$ cat src/rtl/cpu_pkg.sv
// ============================================================================
//  cpu_pkg
//  Widths shared by the control unit, the memories and the data-memory dumper.
//  Rev 1.0
// ============================================================================
`default_nettype none

package cpu_pkg;

  localparam int DM_ADDR_W = 8;
  localparam int WORD_W    = 16;

  // Dump sequencer state encoding
  localparam int STATE_W = 3;
  localparam logic [STATE_W-1:0] S_IDLE    = 3'd0;
  localparam logic [STATE_W-1:0] S_READ    = 3'd1;
  localparam logic [STATE_W-1:0] S_CAPTURE = 3'd2;
  localparam logic [STATE_W-1:0] S_SEND_HI = 3'd3;
  localparam logic [STATE_W-1:0] S_SEND_LO = 3'd4;
  localparam logic [STATE_W-1:0] S_NEXT    = 3'd5;
  localparam logic [STATE_W-1:0] S_DONE    = 3'd6;

endpackage

`default_nettype wire

$ cat src/rtl/uart_tx_byte.sv
// ============================================================================
//  uart_tx_byte
//  8N1 serialiser; a start may be accepted in the last stop-bit cycle.
//  Rev 1.0
// ============================================================================
`default_nettype none

module uart_tx_byte #(
  parameter int CLKS_PER_BIT = 434
) (
  input  logic       clk,
  input  logic       rst_n,
  input  logic       start,
  input  logic [7:0] data,
  output logic       tx,
  output logic       tx_done
);

  localparam int CNT_W = (CLKS_PER_BIT > 1) ? $clog2(CLKS_PER_BIT) : 1;
  localparam logic [CNT_W-1:0] CNT_LAST = CNT_W'(CLKS_PER_BIT - 1);

  logic             active;
  logic [CNT_W-1:0] cnt;
  logic [3:0]       bit_idx;
  logic [8:0]       shreg;
  logic             bit_end;

  assign bit_end = (cnt == CNT_LAST);
  assign tx_done = active && bit_end && (bit_idx == 4'd9);

  // bit_idx 0 is the start bit, 1..8 data, 9 stop; shreg holds the bits still to go
  always_ff @(posedge clk or negedge rst_n) begin
    if (!rst_n) begin
      active  <= 1'b0;
      tx      <= 1'b1;
      cnt     <= '0;
      bit_idx <= '0;
      shreg   <= '0;
    end else if (start && (!active || tx_done)) begin
      active  <= 1'b1;
      tx      <= 1'b0;
      cnt     <= '0;
      bit_idx <= '0;
      shreg   <= {1'b1, data};
    end else if (active) begin
      if (bit_end) begin
        cnt <= '0;
        if (bit_idx == 4'd9) begin
          active <= 1'b0;
          tx     <= 1'b1;
        end else begin
          bit_idx <= bit_idx + 4'd1;
          tx      <= shreg[0];
          shreg   <= {1'b1, shreg[8:1]};
        end
      end else begin
        cnt <= cnt + 1'b1;
      end
    end
  end

endmodule

`default_nettype wire

$ cat src/rtl/dm_uart_dumper.sv
// ============================================================================
//  dm_uart_dumper
//  After end_process rises, streams WORD_COUNT data-memory words out over UART.
//  Rev 1.0
// ============================================================================
`default_nettype none

module dm_uart_dumper
  import cpu_pkg::*;
#(
  parameter int CLKS_PER_BIT = 434,
  parameter int ADDR_W       = DM_ADDR_W,
  parameter int START_ADDR   = 0,
  parameter int WORD_COUNT   = 256
) (
  input  logic              clk,
  input  logic              rst_n,
  input  logic              end_process,
  output logic              dm_rd_en,
  output logic [ADDR_W-1:0] dm_addr,
  input  logic [WORD_W-1:0] dm_rdata,
  output logic              tx,
  output logic              busy,
  output logic              done
);

  localparam logic [ADDR_W-1:0] ADDR_INIT   = START_ADDR[ADDR_W-1:0];
  localparam logic [ADDR_W:0]   WORDS_TOTAL = WORD_COUNT[ADDR_W:0];

  logic               ep_q;
  logic               ep_prev;
  logic               rise;
  logic [STATE_W-1:0] state;
  logic [STATE_W-1:0] state_next;
  logic [ADDR_W:0]    words_sent;
  logic [7:0]         lo_byte;
  logic               last;
  logic               tx_start;
  logic [7:0]         tx_data;
  logic               tx_done;

  assign rise = ep_q && !ep_prev;
  assign last = (words_sent == WORDS_TOTAL);

  always_ff @(posedge clk or negedge rst_n) begin
    if (!rst_n) begin
      ep_q    <= 1'b0;
      ep_prev <= 1'b0;
      state   <= S_IDLE;
    end else begin
      ep_q    <= end_process;
      ep_prev <= ep_q;
      state   <= state_next;
    end
  end

  always_comb begin
    state_next = state;
    case (state)
      S_IDLE:    if (rise) state_next = S_READ;
      S_READ:    state_next = S_CAPTURE;
      S_CAPTURE: state_next = S_SEND_HI;
      S_SEND_HI: if (tx_done) state_next = S_SEND_LO;
      S_SEND_LO: if (tx_done) state_next = S_NEXT;
      S_NEXT:    state_next = last ? S_DONE : S_READ;
      S_DONE:    state_next = S_DONE;
      default:   state_next = S_IDLE;
    endcase
  end

  // The high byte is launched straight from dm_rdata so its start bit leaves one cycle after capture
  always_comb begin
    dm_rd_en = (state == S_READ);
    tx_start = (state == S_CAPTURE) || ((state == S_SEND_HI) && tx_done);
    tx_data  = (state == S_CAPTURE) ? dm_rdata[15:8] : lo_byte;
    done     = (state == S_DONE) || ((state == S_NEXT) && last);
    busy     = (state != S_IDLE) && !done;
  end

  always_ff @(posedge clk or negedge rst_n) begin
    if (!rst_n) begin
      dm_addr    <= ADDR_INIT;
      words_sent <= '0;
      lo_byte    <= '0;
    end else begin
      if (state == S_CAPTURE)
        lo_byte <= dm_rdata[7:0];
      if ((state == S_SEND_LO) && tx_done)
        words_sent <= words_sent + 1'b1;
      if ((state == S_NEXT) && !last)
        dm_addr <= dm_addr + 1'b1;
    end
  end

  uart_tx_byte #(
    .CLKS_PER_BIT(CLKS_PER_BIT)
  ) u_tx (
    .clk    (clk),
    .rst_n  (rst_n),
    .start  (tx_start),
    .data   (tx_data),
    .tx     (tx),
    .tx_done(tx_done)
  );

endmodule

`default_nettype wire

$ cat config.mk
export PLATFORM = sky130hd
export DESIGN_NAME = dm_uart_dumper
export DESIGN_NICKNAME = d
export VERILOG_FILES = /design/src/rtl/cpu_pkg.sv /design/src/rtl/uart_tx_byte.sv /design/src/rtl/dm_uart_dumper.sv
export SDC_FILE = /design/constraint.sdc
export NUM_CORES = 1
export LEC_CHECK = 0
export ABC_CLOCK_PERIOD_IN_PS = 4000
export CAP_MARGIN = 20
export CORE_MARGIN = 4
export CORE_UTILIZATION = 45
export CTS_CLUSTER_DIAMETER = 50
export DETAILED_ROUTE_END_ITERATION = 8
export PLACE_DENSITY = 0.72
export SLEW_MARGIN = 20
export SYNTH_ARGS = -nofsm -noshare
export SYNTH_HDL_FRONTEND = slang
export SYNTH_SLANG_ARGS = --single-unit
$ cat constraint.sdc
create_clock -name clk -period 4 [get_ports clk]
set_input_delay 0.8 -clock clk [delete_from_list [all_inputs] [get_ports clk]]
set_output_delay 0.8 -clock clk [all_outputs]
set_load 0.1 [all_outputs]
Fig. 1: floorplan with the power grid
Pins as bars on the die edge.
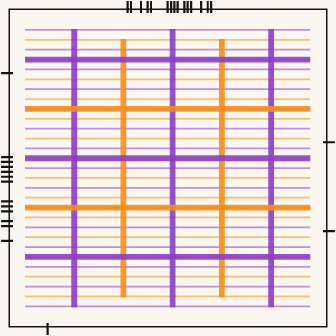
- purple: VSS
- orange: VDD
- rows: 28
- signal pins: 31
- met5 straps: 5
IR drop worst, VDD: 0.000167 V
core area: 5990 sq um
Die W: 87.1 um
die height: 87.1 um

==> impl_metrics.ini <==
; yosys + openroad results
[grt]
grt_use_total_pct = 16.3
grt_max_degree = 40
grt_pass1_wl_um = 9910

[timing]
final-max-slew-violation-count = 0
min_period_ns = 2.80
clock_skew_ns = 0.00845

[detailed_routing]
vias = 2002

[flow_run]
tool_warnings = 29

[power_and_ir_drop]
p_per_area_nw_per_um2 = 380

[status]
outcome = completed

[yosys]
syn_avg_cell_area_sq_um = 10.9
edf_count = 0
ys_cells = 259
yosys.area_share.simple_pct = 20.4
synth_cell_types = 55

[layout]
nFillCells = 531
area_delta_synth_final_pct = 15.4

[clocking]
clock-sinks = 54

[die]
fp_util_pct = 47.0

[setup_path]
arrival_ns = 2.00
Fig. 2: placed cells, one colour a class
The bar under the picture is 20 um long.
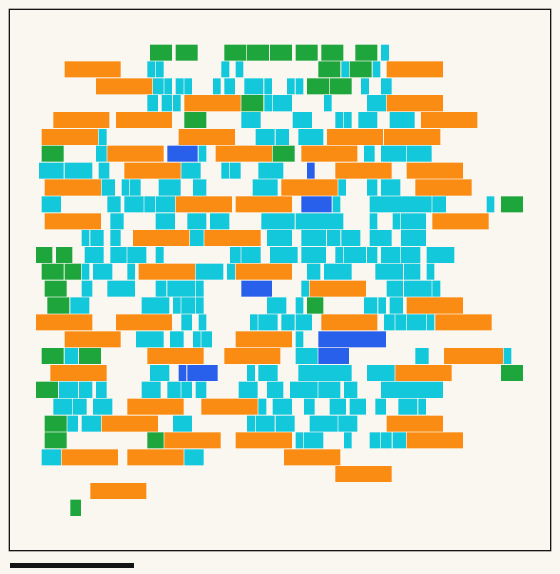
- green: remaining buffers and delay cells (cells 32; share of their area 9.6%)
- blue: clock drivers and dummy loads (cells 8; share of their area 3.4%)
- orange: registers (cells 54; share of their area 43%)
- cyan: remaining logic cells (cells 192; share of their area 44%)
Final Util: 54.2%
sequential cell area share: 41.6%
fin area: 3250 sq um
num rows: 28

-- synth_stat cells, types with 3 or more instances --
cell	number	area, sq um
dfrtp_1	53	1330
nand2_1	24	90.1
nor2_1	16	60.1
inv_1	15	56.3
o21ai_0	14	70.1
xnor2_1	14	123
o2111ai_1	11	96.3
xor2_1	10	87.6
nand3_1	8	40.0
o221a_2	8	90.1
ha_1	7	87.6
nand4_1	7	43.8
clkbuf_1	6	22.5
buf_2	5	25.0
a21oi_1	4	20.0
and3_1	4	25.0
nand2b_1	3	18.8
nand3b_1	3	22.5
nor3_1	3	15.0
or3_1	3	18.8
-- worst max-delay path: cells and delay by family (launching register included) --
kind	cells	cell delay, ns
AND/OR/NAND/NOR	2	0.31
buffers and inverters	1	0.29
flip-flops	1	0.93
AND-OR/OR-AND	1	0.17
-- flip-flops by register name, indices dropped and copies added, names as in the netlist, 3 cells and up --
name and cells:
u_tx.bit_idx 4, words_sent 9, u_tx.cnt 9, dm_addr 8
lo_byte 8, state 3, u_tx.shreg 9
-- power by group --
group          switching, mW  internal (mW)
registers             0.0786          0.613
logic                 0.0870          0.102
clock network          0.166          0.187
total                  0.331          0.903
-- cell type report --
| cell class | count | area share (%) |
|---|---|---|
| multi-input combinational | 177 | 41.2 |
| timing repair buffer | 32 | 9.32 |
| sequential | 54 | 41.6 |
| clock buffer | 7 | 2.35 |
| tap | 75 | 2.89 |
| clock inverter | 1 | 0.924 |
| inverter | 15 | 1.73 |
-- final timing paths --
check                      slack [ns]                        end                  from  cells after the start
min in group clk                 0.39          ep_prev$_DFF_PN0_        ep_q$_DFF_PN0_                      0
hold / removal                   0.39     dm_addr[6]$_DFFE_PN0P_                 rst_n                      1
setup reg to reg                 1.81  u_tx.shreg[2]$_DFFE_PN0P_  state[0]$_DFFE_PN0P_                      4
setup / recovery                 1.20                       done  state[0]$_DFFE_PN0P_                      4
max in group asynchronous        2.79        u_tx.tx$_DFFE_PN1P_                 rst_n                      2
hold reg to reg                  0.39          ep_prev$_DFF_PN0_        ep_q$_DFF_PN0_                      0
-- layer usage --
metal  vias to the layer above  GRT usage (%)  routed length [um]  share of wire [%]
met2                        37           26.1                2770                 48
li1                        990              -                   -                  -
met3                         6           3.69                 223                3.9
met1                       969           22.7                2670                 47
met4                         0           3.91                  57                1.0
met5                         -              0                   0                  0
-- cells in the final DEF, fill, tap and decap left out, types with 5 or more instances in the layout --
cell type,netlist,layout
dfrtp_1,53,53
ha_1,7,7
inv_1,15,15
nand3_1,8,8
buf_4,0,5
xor2_1,10,10
nand4_1,7,7
xnor2_1,14,14
nand2_1,24,24
o2111ai_1,11,11
o21ai_0,14,14
clkdlybuf4s50_1,0,26
nor2_1,16,16
o221a_2,8,8
clkbuf_8,0,5
-- cells by family (layout without fill, tap and decap cells) --
family          Yosys count  after routing
buf+inv                  28             55
compound gates           52             52
flops                    54             54
fa+ha+maj                 7              7
mux                       3              3
simple gates             91             91
xor+xnor                 24             24
Power figures rest on the tool's default switching activity, not on a simulated workload.
